--- src/rtl/pipeline_mem_stage_pkg.sv ---
`default_nettype none
// ============================================================================
// pipeline_mem_stage_pkg
// Shared encodings and helpers for the memory pipeline stage.
// Revision: 1.0
// ============================================================================
package pipeline_mem_stage_pkg;

  typedef enum logic [2:0] {
    F3_B  = 3'b000,
    F3_H  = 3'b001,
    F3_W  = 3'b010,
    F3_D  = 3'b011,
    F3_BU = 3'b100,
    F3_HU = 3'b101,
    F3_WU = 3'b110
  } mem_funct3_e;

  typedef enum logic [1:0] {
    ST_IDLE = 2'd0,
    ST_WAIT = 2'd1,
    ST_HOLD = 2'd2
  } mem_state_e;

  typedef enum logic [1:0] {
    WB_SEL_ZERO = 2'b00,
    WB_SEL_PC4  = 2'b01,
    WB_SEL_ALU  = 2'b10,
    WB_SEL_MEM  = 2'b11
  } wb_sel_e;

  // Size is carried in funct3[1:0]; funct3[2] only selects zero-extension.
  function automatic logic is_aligned(input logic [2:0] funct3, input logic [2:0] addr_lo);
    logic ok;
    case (funct3[1:0])
      2'b00:   ok = 1'b1;
      2'b01:   ok = ~addr_lo[0];
      2'b10:   ok = (addr_lo[1:0] == 2'b00);
      default: ok = (addr_lo == 3'b000);
    endcase
    return ok;
  endfunction

endpackage
`default_nettype wire

--- src/rtl/pipeline_mem_stage_if.sv ---
`default_nettype none
// ============================================================================
// pipeline_mem_stage_if
// EX-side inputs, data-memory port and MEM/WB outputs of the memory stage.
// Revision: 1.0
// ============================================================================
interface pipeline_mem_stage_if;
  logic        stall;
  logic        valid_EX;
  logic        mem_read_EX;
  logic        mem_write_EX;
  logic        reg_write_EX;
  logic [2:0]  funct3_EX;
  logic [1:0]  rf_wr_sel_EX;
  logic [63:0] alu_result_EX;
  logic [63:0] rs2_data_EX;
  logic [63:0] pc_EX;
  logic [4:0]  rd_EX;

  logic        dmem_req;
  logic        dmem_we;
  logic [63:0] dmem_addr;
  logic [63:0] dmem_wdata;
  logic [7:0]  dmem_wstrb;
  logic [63:0] dmem_rdata;
  logic        dmem_ack;

  logic        mem_stall;
  logic [63:0] alu_result_MEM;
  logic [63:0] mem_data_MEM;
  logic [63:0] pc_MEM;
  logic [4:0]  rd_MEM;
  logic [1:0]  rf_wr_sel_MEM;
  logic        reg_write_MEM;
  logic        misalign_MEM;

  modport slave (
    input  stall, valid_EX, mem_read_EX, mem_write_EX, reg_write_EX, funct3_EX,
           rf_wr_sel_EX, alu_result_EX, rs2_data_EX, pc_EX, rd_EX,
           dmem_rdata, dmem_ack,
    output dmem_req, dmem_we, dmem_addr, dmem_wdata, dmem_wstrb,
           mem_stall, alu_result_MEM, mem_data_MEM, pc_MEM, rd_MEM,
           rf_wr_sel_MEM, reg_write_MEM, misalign_MEM
  );

  modport master (
    output stall, valid_EX, mem_read_EX, mem_write_EX, reg_write_EX, funct3_EX,
           rf_wr_sel_EX, alu_result_EX, rs2_data_EX, pc_EX, rd_EX,
           dmem_rdata, dmem_ack,
    input  dmem_req, dmem_we, dmem_addr, dmem_wdata, dmem_wstrb,
           mem_stall, alu_result_MEM, mem_data_MEM, pc_MEM, rd_MEM,
           rf_wr_sel_MEM, reg_write_MEM, misalign_MEM
  );
endinterface
`default_nettype wire

--- src/rtl/pipeline_mem_stage_formatter.sv ---
`default_nettype none
// ============================================================================
// mem_lane_formatter
// Combinational load lane extract/extend and store replicate/strobe.
// Revision: 1.0
// ============================================================================
module mem_lane_formatter
  import pipeline_mem_stage_pkg::*;
(
  input  logic [2:0]  i_funct3,
  input  logic [2:0]  i_addr_lo,
  input  logic [63:0] i_ld_rdata,
  input  logic [63:0] i_st_data,
  output logic [63:0] o_ld_data,
  output logic [63:0] o_st_wdata,
  output logic [7:0]  o_st_wstrb
);

  logic [63:0] w_shifted;
  logic [7:0]  w_strb_base;

  always_comb begin
    w_shifted = i_ld_rdata >> {i_addr_lo, 3'b000};
    case (mem_funct3_e'(i_funct3))
      F3_B:    o_ld_data = {{56{w_shifted[7]}},  w_shifted[7:0]};
      F3_H:    o_ld_data = {{48{w_shifted[15]}}, w_shifted[15:0]};
      F3_W:    o_ld_data = {{32{w_shifted[31]}}, w_shifted[31:0]};
      F3_BU:   o_ld_data = {56'd0, w_shifted[7:0]};
      F3_HU:   o_ld_data = {48'd0, w_shifted[15:0]};
      F3_WU:   o_ld_data = {32'd0, w_shifted[31:0]};
      default: o_ld_data = w_shifted;
    endcase
  end

  // Replicating store data means any aligned lane already carries the right bytes.
  always_comb begin
    case (i_funct3[1:0])
      2'b00: begin
        o_st_wdata  = {8{i_st_data[7:0]}};
        w_strb_base = 8'h01;
      end
      2'b01: begin
        o_st_wdata  = {4{i_st_data[15:0]}};
        w_strb_base = 8'h03;
      end
      2'b10: begin
        o_st_wdata  = {2{i_st_data[31:0]}};
        w_strb_base = 8'h0F;
      end
      default: begin
        o_st_wdata  = i_st_data;
        w_strb_base = 8'hFF;
      end
    endcase
    o_st_wstrb = w_strb_base << i_addr_lo;
  end

endmodule
`default_nettype wire

--- src/rtl/pipeline_mem_stage.sv ---
`default_nettype none
// ============================================================================
// pipeline_mem_stage
// MEM pipeline stage: issues data-memory requests and registers results to WB.
// Revision: 1.0
// ============================================================================
module pipeline_mem_stage
  import pipeline_mem_stage_pkg::*;
(
  input  logic                 clk,
  input  logic                 reset,
  pipeline_mem_stage_if.slave  bus
);

  mem_state_e  state_q, state_d;
  logic        dmem_req_q, dmem_req_d;
  logic        dmem_we_q, dmem_we_d;
  logic [63:0] dmem_addr_q, dmem_addr_d;
  logic [63:0] dmem_wdata_q, dmem_wdata_d;
  logic [7:0]  dmem_wstrb_q, dmem_wstrb_d;
  logic [63:0] ld_buf_q, ld_buf_d;
  logic [63:0] alu_result_q, alu_result_d;
  logic [63:0] mem_data_q, mem_data_d;
  logic [63:0] pc_q, pc_d;
  logic [4:0]  rd_q, rd_d;
  logic [1:0]  rf_wr_sel_q, rf_wr_sel_d;
  logic        reg_write_q, reg_write_d;
  logic        misalign_q, misalign_d;

  logic        w_mem_access;
  logic        w_mem_op;
  logic        w_is_load;
  logic        w_mem_stall;
  logic [63:0] w_ld_fmt;
  logic [63:0] w_ld_data;
  logic [63:0] w_st_wdata;
  logic [7:0]  w_st_wstrb;
  logic        w_cap_en;
  logic        w_cap_rw;
  logic        w_cap_mis;
  logic [4:0]  w_cap_rd;
  logic [63:0] w_cap_data;

  assign w_mem_access = bus.valid_EX & (bus.mem_read_EX | bus.mem_write_EX);
  assign w_mem_op     = w_mem_access & is_aligned(bus.funct3_EX, bus.alu_result_EX[2:0]);
  assign w_is_load    = bus.mem_read_EX & ~bus.mem_write_EX;
  assign w_ld_data    = w_is_load ? w_ld_fmt : 64'd0;

  mem_lane_formatter u_fmt (
    .i_funct3   (bus.funct3_EX),
    .i_addr_lo  (bus.alu_result_EX[2:0]),
    .i_ld_rdata (bus.dmem_rdata),
    .i_st_data  (bus.rs2_data_EX),
    .o_ld_data  (w_ld_fmt),
    .o_st_wdata (w_st_wdata),
    .o_st_wstrb (w_st_wstrb)
  );

  always_comb begin
    case (state_q)
      ST_IDLE: w_mem_stall = w_mem_op | bus.stall;
      ST_WAIT: w_mem_stall = ~bus.dmem_ack | bus.stall;
      ST_HOLD: w_mem_stall = bus.stall;
      default: w_mem_stall = 1'b0;
    endcase
  end

  always_comb begin
    state_d      = state_q;
    dmem_req_d   = dmem_req_q;
    dmem_we_d    = dmem_we_q;
    dmem_addr_d  = dmem_addr_q;
    dmem_wdata_d = dmem_wdata_q;
    dmem_wstrb_d = dmem_wstrb_q;
    ld_buf_d     = ld_buf_q;
    w_cap_en     = 1'b0;
    w_cap_rw     = bus.valid_EX & bus.reg_write_EX;
    w_cap_rd     = bus.valid_EX ? bus.rd_EX : 5'd0;
    w_cap_mis    = 1'b0;
    w_cap_data   = 64'd0;

    // While an access is in flight the op is still parked in EX, so an
    // unstalled WB is fed bubbles rather than a duplicate of the op.
    case (state_q)
      ST_IDLE: begin
        if (w_mem_op) begin
          state_d      = ST_WAIT;
          dmem_req_d   = 1'b1;
          dmem_we_d    = bus.mem_write_EX;
          dmem_addr_d  = bus.alu_result_EX;
          dmem_wdata_d = w_st_wdata;
          dmem_wstrb_d = bus.mem_write_EX ? w_st_wstrb : 8'h00;
          w_cap_en     = ~bus.stall;
          w_cap_rw     = 1'b0;
          w_cap_rd     = 5'd0;
        end else if (!bus.stall) begin
          w_cap_en = 1'b1;
          if (w_mem_access) begin
            w_cap_rw  = 1'b0;
            w_cap_mis = 1'b1;
          end
        end
      end
      ST_WAIT: begin
        if (bus.dmem_ack) begin
          dmem_req_d   = 1'b0;
          dmem_we_d    = 1'b0;
          dmem_wstrb_d = 8'h00;
          if (bus.stall) begin
            ld_buf_d = w_ld_data;
            state_d  = ST_HOLD;
          end else begin
            w_cap_en   = 1'b1;
            w_cap_data = w_ld_data;
            state_d    = ST_IDLE;
          end
        end else if (!bus.stall) begin
          w_cap_en = 1'b1;
          w_cap_rw = 1'b0;
          w_cap_rd = 5'd0;
        end
      end
      ST_HOLD: begin
        if (!bus.stall) begin
          w_cap_en   = 1'b1;
          w_cap_data = ld_buf_q;
          state_d    = ST_IDLE;
        end
      end
      default: state_d = ST_IDLE;
    endcase

    alu_result_d = alu_result_q;
    mem_data_d   = mem_data_q;
    pc_d         = pc_q;
    rd_d         = rd_q;
    rf_wr_sel_d  = rf_wr_sel_q;
    reg_write_d  = reg_write_q;
    misalign_d   = misalign_q;
    if (w_cap_en) begin
      alu_result_d = bus.alu_result_EX;
      mem_data_d   = w_cap_data;
      pc_d         = bus.pc_EX;
      rd_d         = w_cap_rd;
      rf_wr_sel_d  = bus.rf_wr_sel_EX;
      reg_write_d  = w_cap_rw;
      misalign_d   = w_cap_mis;
    end
  end

  always_ff @(posedge clk) begin
    if (reset) begin
      state_q      <= ST_IDLE;
      dmem_req_q   <= 1'b0;
      dmem_we_q    <= 1'b0;
      dmem_addr_q  <= 64'd0;
      dmem_wdata_q <= 64'd0;
      dmem_wstrb_q <= 8'h00;
      ld_buf_q     <= 64'd0;
      alu_result_q <= 64'd0;
      mem_data_q   <= 64'd0;
      pc_q         <= 64'd0;
      rd_q         <= 5'd0;
      rf_wr_sel_q  <= 2'b00;
      reg_write_q  <= 1'b0;
      misalign_q   <= 1'b0;
    end else begin
      state_q      <= state_d;
      dmem_req_q   <= dmem_req_d;
      dmem_we_q    <= dmem_we_d;
      dmem_addr_q  <= dmem_addr_d;
      dmem_wdata_q <= dmem_wdata_d;
      dmem_wstrb_q <= dmem_wstrb_d;
      ld_buf_q     <= ld_buf_d;
      alu_result_q <= alu_result_d;
      mem_data_q   <= mem_data_d;
      pc_q         <= pc_d;
      rd_q         <= rd_d;
      rf_wr_sel_q  <= rf_wr_sel_d;
      reg_write_q  <= reg_write_d;
      misalign_q   <= misalign_d;
    end
  end

  assign bus.mem_stall      = w_mem_stall;
  assign bus.dmem_req       = dmem_req_q;
  assign bus.dmem_we        = dmem_we_q;
  assign bus.dmem_addr      = dmem_addr_q;
  assign bus.dmem_wdata     = dmem_wdata_q;
  assign bus.dmem_wstrb     = dmem_wstrb_q;
  assign bus.alu_result_MEM = alu_result_q;
  assign bus.mem_data_MEM   = mem_data_q;
  assign bus.pc_MEM         = pc_q;
  assign bus.rd_MEM         = rd_q;
  assign bus.rf_wr_sel_MEM  = rf_wr_sel_q;
  assign bus.reg_write_MEM  = reg_write_q;
  assign bus.misalign_MEM   = misalign_q;

endmodule
`default_nettype wire

--- src/flat_wrapper.sv ---
// flat-port wrapper written by rule: the top's interface ports become plain ports
module pipeline_mem_stage_flat import pipeline_mem_stage_pkg::*;
  (clk, reset, bus_stall, bus_valid_EX, bus_mem_read_EX, bus_mem_write_EX, bus_reg_write_EX, bus_funct3_EX, bus_rf_wr_sel_EX, bus_alu_result_EX, bus_rs2_data_EX, bus_pc_EX, bus_rd_EX, bus_dmem_rdata, bus_dmem_ack, bus_dmem_req, bus_dmem_we, bus_dmem_addr, bus_dmem_wdata, bus_dmem_wstrb, bus_mem_stall, bus_alu_result_MEM, bus_mem_data_MEM, bus_pc_MEM, bus_rd_MEM, bus_rf_wr_sel_MEM, bus_reg_write_MEM, bus_misalign_MEM);
  pipeline_mem_stage_if bus_i ();
  input  logic clk;
  input  logic reset;
  input wire logic [$bits(bus_i.stall)-1:0] bus_stall;
  input wire logic [$bits(bus_i.valid_EX)-1:0] bus_valid_EX;
  input wire logic [$bits(bus_i.mem_read_EX)-1:0] bus_mem_read_EX;
  input wire logic [$bits(bus_i.mem_write_EX)-1:0] bus_mem_write_EX;
  input wire logic [$bits(bus_i.reg_write_EX)-1:0] bus_reg_write_EX;
  input wire logic [$bits(bus_i.funct3_EX)-1:0] bus_funct3_EX;
  input wire logic [$bits(bus_i.rf_wr_sel_EX)-1:0] bus_rf_wr_sel_EX;
  input wire logic [$bits(bus_i.alu_result_EX)-1:0] bus_alu_result_EX;
  input wire logic [$bits(bus_i.rs2_data_EX)-1:0] bus_rs2_data_EX;
  input wire logic [$bits(bus_i.pc_EX)-1:0] bus_pc_EX;
  input wire logic [$bits(bus_i.rd_EX)-1:0] bus_rd_EX;
  input wire logic [$bits(bus_i.dmem_rdata)-1:0] bus_dmem_rdata;
  input wire logic [$bits(bus_i.dmem_ack)-1:0] bus_dmem_ack;
  output wire logic [$bits(bus_i.dmem_req)-1:0] bus_dmem_req;
  output wire logic [$bits(bus_i.dmem_we)-1:0] bus_dmem_we;
  output wire logic [$bits(bus_i.dmem_addr)-1:0] bus_dmem_addr;
  output wire logic [$bits(bus_i.dmem_wdata)-1:0] bus_dmem_wdata;
  output wire logic [$bits(bus_i.dmem_wstrb)-1:0] bus_dmem_wstrb;
  output wire logic [$bits(bus_i.mem_stall)-1:0] bus_mem_stall;
  output wire logic [$bits(bus_i.alu_result_MEM)-1:0] bus_alu_result_MEM;
  output wire logic [$bits(bus_i.mem_data_MEM)-1:0] bus_mem_data_MEM;
  output wire logic [$bits(bus_i.pc_MEM)-1:0] bus_pc_MEM;
  output wire logic [$bits(bus_i.rd_MEM)-1:0] bus_rd_MEM;
  output wire logic [$bits(bus_i.rf_wr_sel_MEM)-1:0] bus_rf_wr_sel_MEM;
  output wire logic [$bits(bus_i.reg_write_MEM)-1:0] bus_reg_write_MEM;
  output wire logic [$bits(bus_i.misalign_MEM)-1:0] bus_misalign_MEM;
  assign bus_i.stall = bus_stall;
  assign bus_i.valid_EX = bus_valid_EX;
  assign bus_i.mem_read_EX = bus_mem_read_EX;
  assign bus_i.mem_write_EX = bus_mem_write_EX;
  assign bus_i.reg_write_EX = bus_reg_write_EX;
  assign bus_i.funct3_EX = bus_funct3_EX;
  assign bus_i.rf_wr_sel_EX = bus_rf_wr_sel_EX;
  assign bus_i.alu_result_EX = bus_alu_result_EX;
  assign bus_i.rs2_data_EX = bus_rs2_data_EX;
  assign bus_i.pc_EX = bus_pc_EX;
  assign bus_i.rd_EX = bus_rd_EX;
  assign bus_i.dmem_rdata = bus_dmem_rdata;
  assign bus_i.dmem_ack = bus_dmem_ack;
  assign bus_dmem_req = bus_i.dmem_req;
  assign bus_dmem_we = bus_i.dmem_we;
  assign bus_dmem_addr = bus_i.dmem_addr;
  assign bus_dmem_wdata = bus_i.dmem_wdata;
  assign bus_dmem_wstrb = bus_i.dmem_wstrb;
  assign bus_mem_stall = bus_i.mem_stall;
  assign bus_alu_result_MEM = bus_i.alu_result_MEM;
  assign bus_mem_data_MEM = bus_i.mem_data_MEM;
  assign bus_pc_MEM = bus_i.pc_MEM;
  assign bus_rd_MEM = bus_i.rd_MEM;
  assign bus_rf_wr_sel_MEM = bus_i.rf_wr_sel_MEM;
  assign bus_reg_write_MEM = bus_i.reg_write_MEM;
  assign bus_misalign_MEM = bus_i.misalign_MEM;
  pipeline_mem_stage u_core (.clk(clk), .reset(reset), .bus(bus_i));
endmodule
--- config.mk ---
export PLATFORM = sky130hd
export DESIGN_NAME = pipeline_mem_stage_flat
export DESIGN_NICKNAME = d
export VERILOG_FILES = /design/src/rtl/pipeline_mem_stage_pkg.sv /design/src/rtl/pipeline_mem_stage_if.sv /design/src/rtl/pipeline_mem_stage_formatter.sv /design/src/rtl/pipeline_mem_stage.sv /design/src/flat_wrapper.sv
export SDC_FILE = /design/constraint.sdc
export NUM_CORES = 1
export LEC_CHECK = 0
export CORE_AREA = 2 2 241 243
export CTS_BUF_LIST = sky130_fd_sc_hd__clkbuf_16
export CTS_CLUSTER_SIZE = 14
export DETAILED_ROUTE_END_ITERATION = 8
export DIE_AREA = 0 0 243 245
export SETUP_SLACK_MARGIN = 0.3
export SLEW_MARGIN = 15
export SYNTH_ARGS = -nofsm -noshare
export SYNTH_HDL_FRONTEND = slang
export SYNTH_SLANG_ARGS = --single-unit
--- constraint.sdc ---
create_clock -name clk -period 4.78 [get_ports clk]
set_clock_uncertainty 0.15 [all_clocks]
set_input_delay 0.956 -clock clk [delete_from_list [all_inputs] [get_ports clk]]
set_output_delay 0.956 -clock clk [all_outputs]
set_load 0.1 [all_outputs]
Figure 1. Cell density map (run 1).
(1 px per µm) 24 x 24 tiles, from white (low) to dark blue (high), 0 to 100% covered.
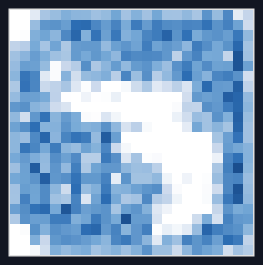
nearly empty tiles	15%
fullest tile	88%
mean over tiles	41%
fin util: 44.6%
total core area: 0.0570 mm²

Figure 2. Supply network (run 1).
(2 px per µm) Pins as bars on the die edge.
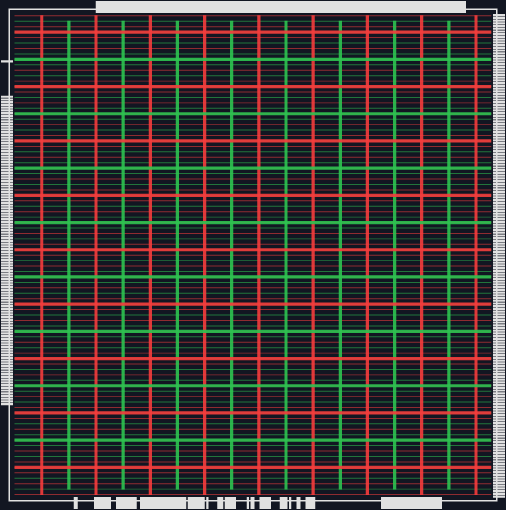
net	color
VSS	red
VDD	green
met1 rails	89
signal pins	614
Die Ht: 245 µm
Die W: 243 µm

==> run_results.csv, run 1 <==
group,metric,value,unit
status,outcome,"completed",
flow_run,drv_cap,0,
yosys,synth.most_common_cell,"nand2_1",
placement,dp_hpwl,51.3,mm
final_timing,whs,302,ps
final_timing,tns,0,ps
clock_tree,clock-root-buffer,"clkbuf_16",
clock_tree,cts_made_buffers,45,
global_route,grt_pass1_wl,106,mm
finish,design_area,0.0254,mm²
global_route,antenna_found_initial,4,
critical_path,critical_path_class,"input port to output port",
critical_path,crit_path_top_delay_cell,"a2111oi_4",
critical_path,crit_buf_inv,2,
yosys,ys_sh_mux,8.68,%
clock_tree,htreeDepth,2,
yosys,ys_top_cells_by_count,"535 x nand2_1, 405 x dfxtp_1, 282 x a21oi_1, 118 x clkbuf_1, 101 x mux2i_1",
yosys,synth_warnings,0,
clock_tree,cts_tree,"done",
yosys,syn-cell-area,0.0174,mm²
finish,lay_top_cells,"603 x clkdlybuf4s50_1, 535 x nand2_1, 405 x dfxtp_1",
final_timing,min_period,4320,ps
yosys,synth.net_count,2345,
power,switching_share,34.9,%
finish,nets,2859,
yosys,avgSynthCellArea,8.40,µm²
drt,drt-vias-per-instance,5.21,
final_timing,fmax,231,MHz
yosys,topCellsByArea,"dfxtp_1 47%, nand2_1 12%, a21oi_1 8.1%",
yosys,synthAoiAreaFrac,22.1,%
worst_hold_path,hold_class,"flip-flop to flip-flop",
finish,fillers,5640,
yosys,edf_count,0,
critical_path,cp-end-kind,"output port",
finish,syn_to_final_growth,46.4,%
yosys,logic_family,"AND-OR/OR-AND gates",
drt,vias,17618,
clock_tree,cts.sinks,405,
power,combPwrFrac,25.6,%
yosys,async_flop_share,0,%
power,p_seq_share,38.6,%
critical_path,crit_path_start,"bus_valid_EX",
yosys,synthAdderAreaFrac,0.288,%
worst_hold_path,hold_depth,2,
yosys,ff_type,"dfxtp_1",
critical_path,cpLargestDelayFamily,"AND-OR/OR-AND gates",
finish,fin_cells,3381,
finish,final_common_cell,"clkdlybuf4s50_1",
drt,drt-initial-drc-count,1414,
floorplan,row_count,88,
yosys,yosys_area,0.0174,mm²
critical_path,crit_fanout,6,
critical_path,cp_cell_sequence,"clkdlybuf4s50_1 -> o21ai_0 -> a2111oi_4 -> o22ai_1 -> a211oi_2 -> buf_12",
yosys,ys_seq_share,46.7,%
Figure 3. Clock wires, drivers and flops (run 1).
(2 px per µm)
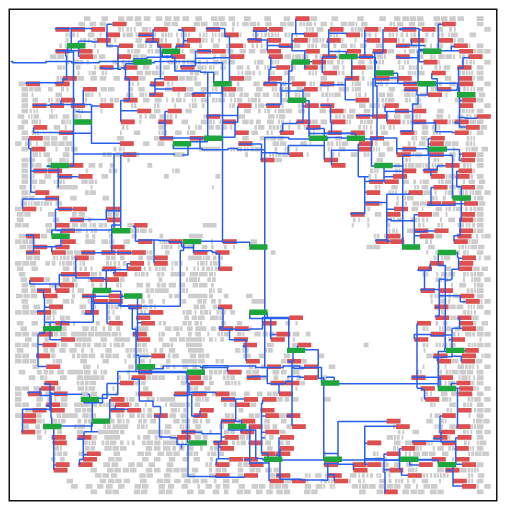
[clock wires] blue | length: 5720 µm
[clock drivers] green | count: 45
[flip-flops] red | count: 405
flops lie	spread over the die
routed clock nets	46
clock share of power: 35.8%
Clock Power: 0.00334 W
worst skew pair latency: 580 ps

Figure 4. Track usage over the die (run 1).
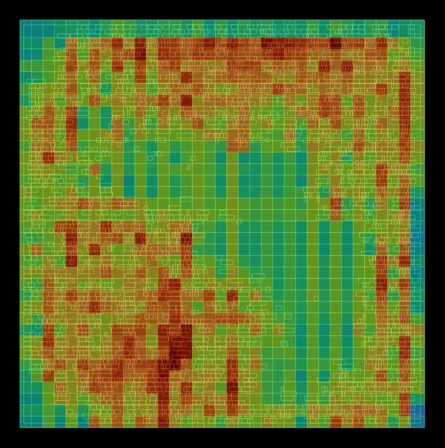
wire per inst: 21.3 µm
met2 Usage GRT: 37.7%
met1 global-route usage: 29.1%
met3 global-route usage: 5.73%
GRT Overall Usage: 22.9%

[run 1: final timing paths]
check                                              endpoint  slack [ps]
worst min register to register     u_core.bus.dmem_addr[63]         300
worst min-delay path               u_core.bus.dmem_addr[63]         300
worst max register to register  u_core.bus.mem_data_MEM[46]        1740
worst max-delay path                          bus_mem_stall         460
[run 1: area by class of cell]
class                      count  area, µm²  share of cell area, %
antenna                        3       7.51                 0.0295
tap                          765        957                   3.77
clock buffer                  45       1130                   4.43
multi-input combinational   1465       8430                   33.2
timing repair buffer         650       6480                   25.5
inverter                      14       52.6                  0.207
sequential                   405       8110                   31.9
clock inverter                34        254                   1.00
[run 1: metal layers]
layer / up-vias / share of wire, %
li1: 8305 / -
met1: 8340 / 42
met2: 844 / 47
met3: 127 / 8.3
met4: 2 / 3.2
met5: - / 0.022
[run 1: registers in the layout (all words and copies together) (netlist names)]
signal	flops
u_core.bus.rf_wr_sel_MEM	2
u_core.bus.rd_MEM	5
u_core.bus.mem_data_MEM	64
u_core.ld_buf_q	64
u_core.bus.dmem_addr	64
u_core.bus.dmem_wstrb	8
u_core.bus.reg_write_MEM	1
u_core.bus.dmem_we	1
u_core.state_q	2
u_core.bus.misalign_MEM	1
u_core.bus.dmem_wdata	64
u_core.bus.dmem_req	1
u_core.bus.alu_result_MEM	64
u_core.bus.pc_MEM	64
[run 1: power groups by stage]
stage	logic [W]	clock network, W	registers [W]
2_1_floorplan	0.000597	0	0.00466
3_3_place_gp	0.00237	0	0.00366
3_5_place_dp	0.00238	0	0.00367
4_1_cts	0.00239	0.00341	0.00360
5_1_grt	0.00249	0.00354	0.00361
6_report	0.00239	0.00334	0.00360
[run 1: tightest hold or removal path: stages (launching register included)]
cell,delay (ps)
dfxtp_1,300
nand2_1,50
a21oi_1,50
==> run 1 -> run 2 <==
--- a/config.mk
+++ b/config.mk
@@ -5,11 +5,12 @@
 export SDC_FILE = /design/constraint.sdc
 export NUM_CORES = 1
 export LEC_CHECK = 0
-export CORE_AREA = 2 2 241 243
+export ABC_AREA = 1
+export CORE_AREA = 2 2 239 241
 export CTS_BUF_LIST = sky130_fd_sc_hd__clkbuf_16
 export CTS_CLUSTER_SIZE = 14
 export DETAILED_ROUTE_END_ITERATION = 8
-export DIE_AREA = 0 0 243 245
+export DIE_AREA = 0 0 241 243
 export SETUP_SLACK_MARGIN = 0.3
 export SLEW_MARGIN = 15
 export SYNTH_ARGS = -nofsm -noshare
Figure 5. Cell density map (run 2).
(1 px per µm) 24 x 24 tiles, from white (low) to dark blue (high), 0 to 100% covered.
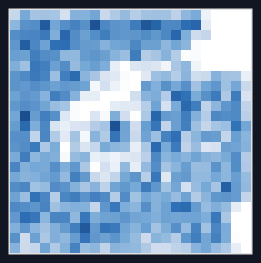
emptiest ninth of the die	upper right
mean over tiles	43%
tiles over 75% full	3.8%
nearly empty tiles	8.7%
fullest tile	88%

Figure 6. Clock wires, drivers and flops (run 2).
(2 px per µm)
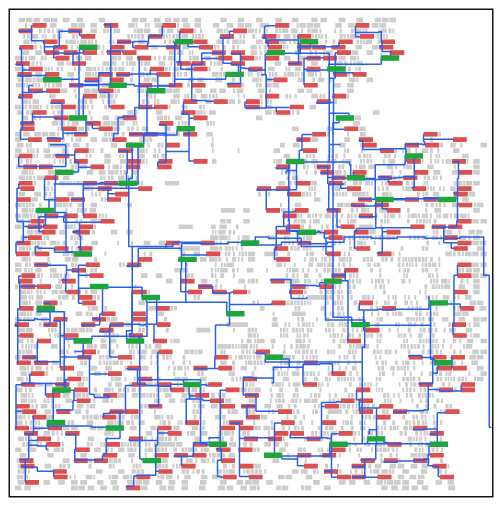
[clock wires] blue | length: 6030 µm
[flip-flops] red | count: 405
[clock drivers] green | count: 47
routed clock nets	48
Clock Power: 0.00355 W
clock share of power: 28.4%
worst skew pair latency: 590 ps

Figure 7. The metal 4 layer (run 2).
(1.5 px per µm)
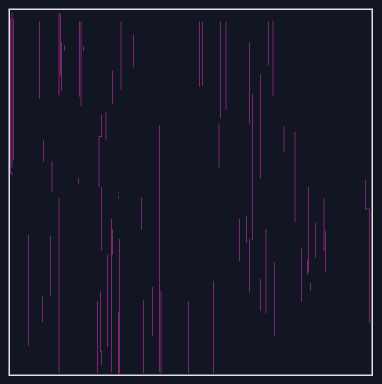
longest straight run	165 µm
share of all routed wire	3.9%
wire length on this layer	3020 µm

==> run_results.csv, run 2 <==
group,metric,value,unit
status,outcome,"completed",
floorplan,row_count,87,
clock_tree,htreeDepth,2,
yosys,edf_count,0,
yosys,ys_seq_share,44.8,%
power,switching_share,44.1,%
power,p_seq,0.00399,W
power,p_comb,0.00494,W
yosys,avgSynthCellArea,7.00,µm²
final_timing,min_period,4070,ps
drt,drt-vias-per-instance,5.06,
yosys,synth.most_common_cell,"nand2_1",
floorplan,coreArea,0.0560,mm²
drt,vias,19562,
power,combPwrFrac,39.6,%
critical_path,crit_fanout,12,
critical_path,cp_cell_sequence,"clkdlybuf4s50_1 -> buf_4 -> nor2_4 -> inv_2 -> nand3_1 -> nand3_2 -> o21ai_0 -> o21ai_0 -> a21oi_1 -> buf_12",
finish,fin_util,46.6,%
clock_tree,cts.sinks,405,
drt,drt-initial-drc-count,1562,
power,p_seq_share,32.0,%
clock_tree,clock-root-buffer,"clkbuf_16",
global_route,grt_pass1_wl,116,mm
placement,dp_hpwl,55.2,mm
critical_path,crit_path_top_delay_cell,"clkdlybuf4s50_1",
final_timing,tns,0,ps
yosys,syn-cell-area,0.0181,mm²
drt,wl_per_cell,20.3,µm
critical_path,critical_path_class,"input port to output port",
finish,design_area,0.0261,mm²
final_timing,whs,315,ps
critical_path,crit_path_start,"bus_funct3_EX[1]",
clock_tree,cts_made_buffers,47,
flow_run,drv_cap,0,
global_route,antenna_found_initial,16,
finish,lay_top_cells,"608 x nand2_1, 608 x clkdlybuf4s50_1, 439 x nor2_1",
floorplan,dieHeight,243,µm
clock_tree,cts_tree,"done",
finish,nets,3343,
final_timing,fmax,246,MHz
finish,fin_cells,3864,
critical_path,cp-end-kind,"output port",
critical_path,crit_buf_inv,4,
yosys,topCellsByArea,"dfxtp_1 45%, nand2_1 13%, o21ai_0 10%",
yosys,synth_warnings,0,
global_route,track_usage,25.9,%
finish,syn_to_final_growth,44.1,%
floorplan,dieWidth,241,µm
yosys,yosys_area,0.0181,mm²
yosys,synth.net_count,2860,
run 2: cell count changes in the layout (fill, tap and decap cells not counted), sizes merged, moves of 37 or more:
cell / previous run / this run
nand3: 6 / 136
a21oi: 284 / 231
o21ai: 34 / 399
nand2: 536 / 616
mux2i: 101 / 0
inv: 23 / 70
a22oi: 51 / 0
nor2: 97 / 449
nor3: 37 / 0
run 2: cell families after synthesis:
| kind of cell | after synthesis | synth area share [%] |
|---|---|---|
| buffers and inverters | 262 | 6.58 |
| AND/OR/NAND/NOR | 1212 | 27.6 |
| adder cells (fa/ha/maj) | 4 | 0.277 |
| flip-flops | 405 | 44.8 |
| AND-OR/OR-AND | 699 | 20.7 |
run 2: metal layers:
metal | share of wire (%) | vias up | global-route usage, % | wire, µm
met2 | 48 | 762 | 42.7 | 37400
li1 | - | 9485 | - | -
met5 | 0.089 | - | 0 | 70
met3 | 9.4 | 145 | 8.22 | 7350
met1 | 39 | 9160 | 30.7 | 30700
met4 | 3.8 | 10 | 11.3 | 3020
run 2: cell type report:
class | instances | area [µm²] | share of cell area, %
Inverter | 52 | 213 | 0.816
Clock buffer | 47 | 1180 | 4.51
Sequential cell | 405 | 8110 | 31.1
Antenna cell | 11 | 27.5 | 0.106
Clock inverter | 34 | 290 | 1.11
Timing Repair Buffer | 644 | 6480 | 24.9
Multi-Input combinational cell | 1915 | 8820 | 33.9
Tap cell | 756 | 946 | 3.63
run 2: path summary, 6_finish.rpt:
kind	end	slack (ps)	cells past startpoint
worst min-delay path	u_core.bus.mem_data_MEM[13]	320	2
worst max-delay path	bus_mem_stall	710	10
worst max register to register	u_core.bus.mem_data_MEM[10]	2070	8
worst min register to register	u_core.bus.mem_data_MEM[13]	320	2
Power is estimated from default activity; no workload was simulated.
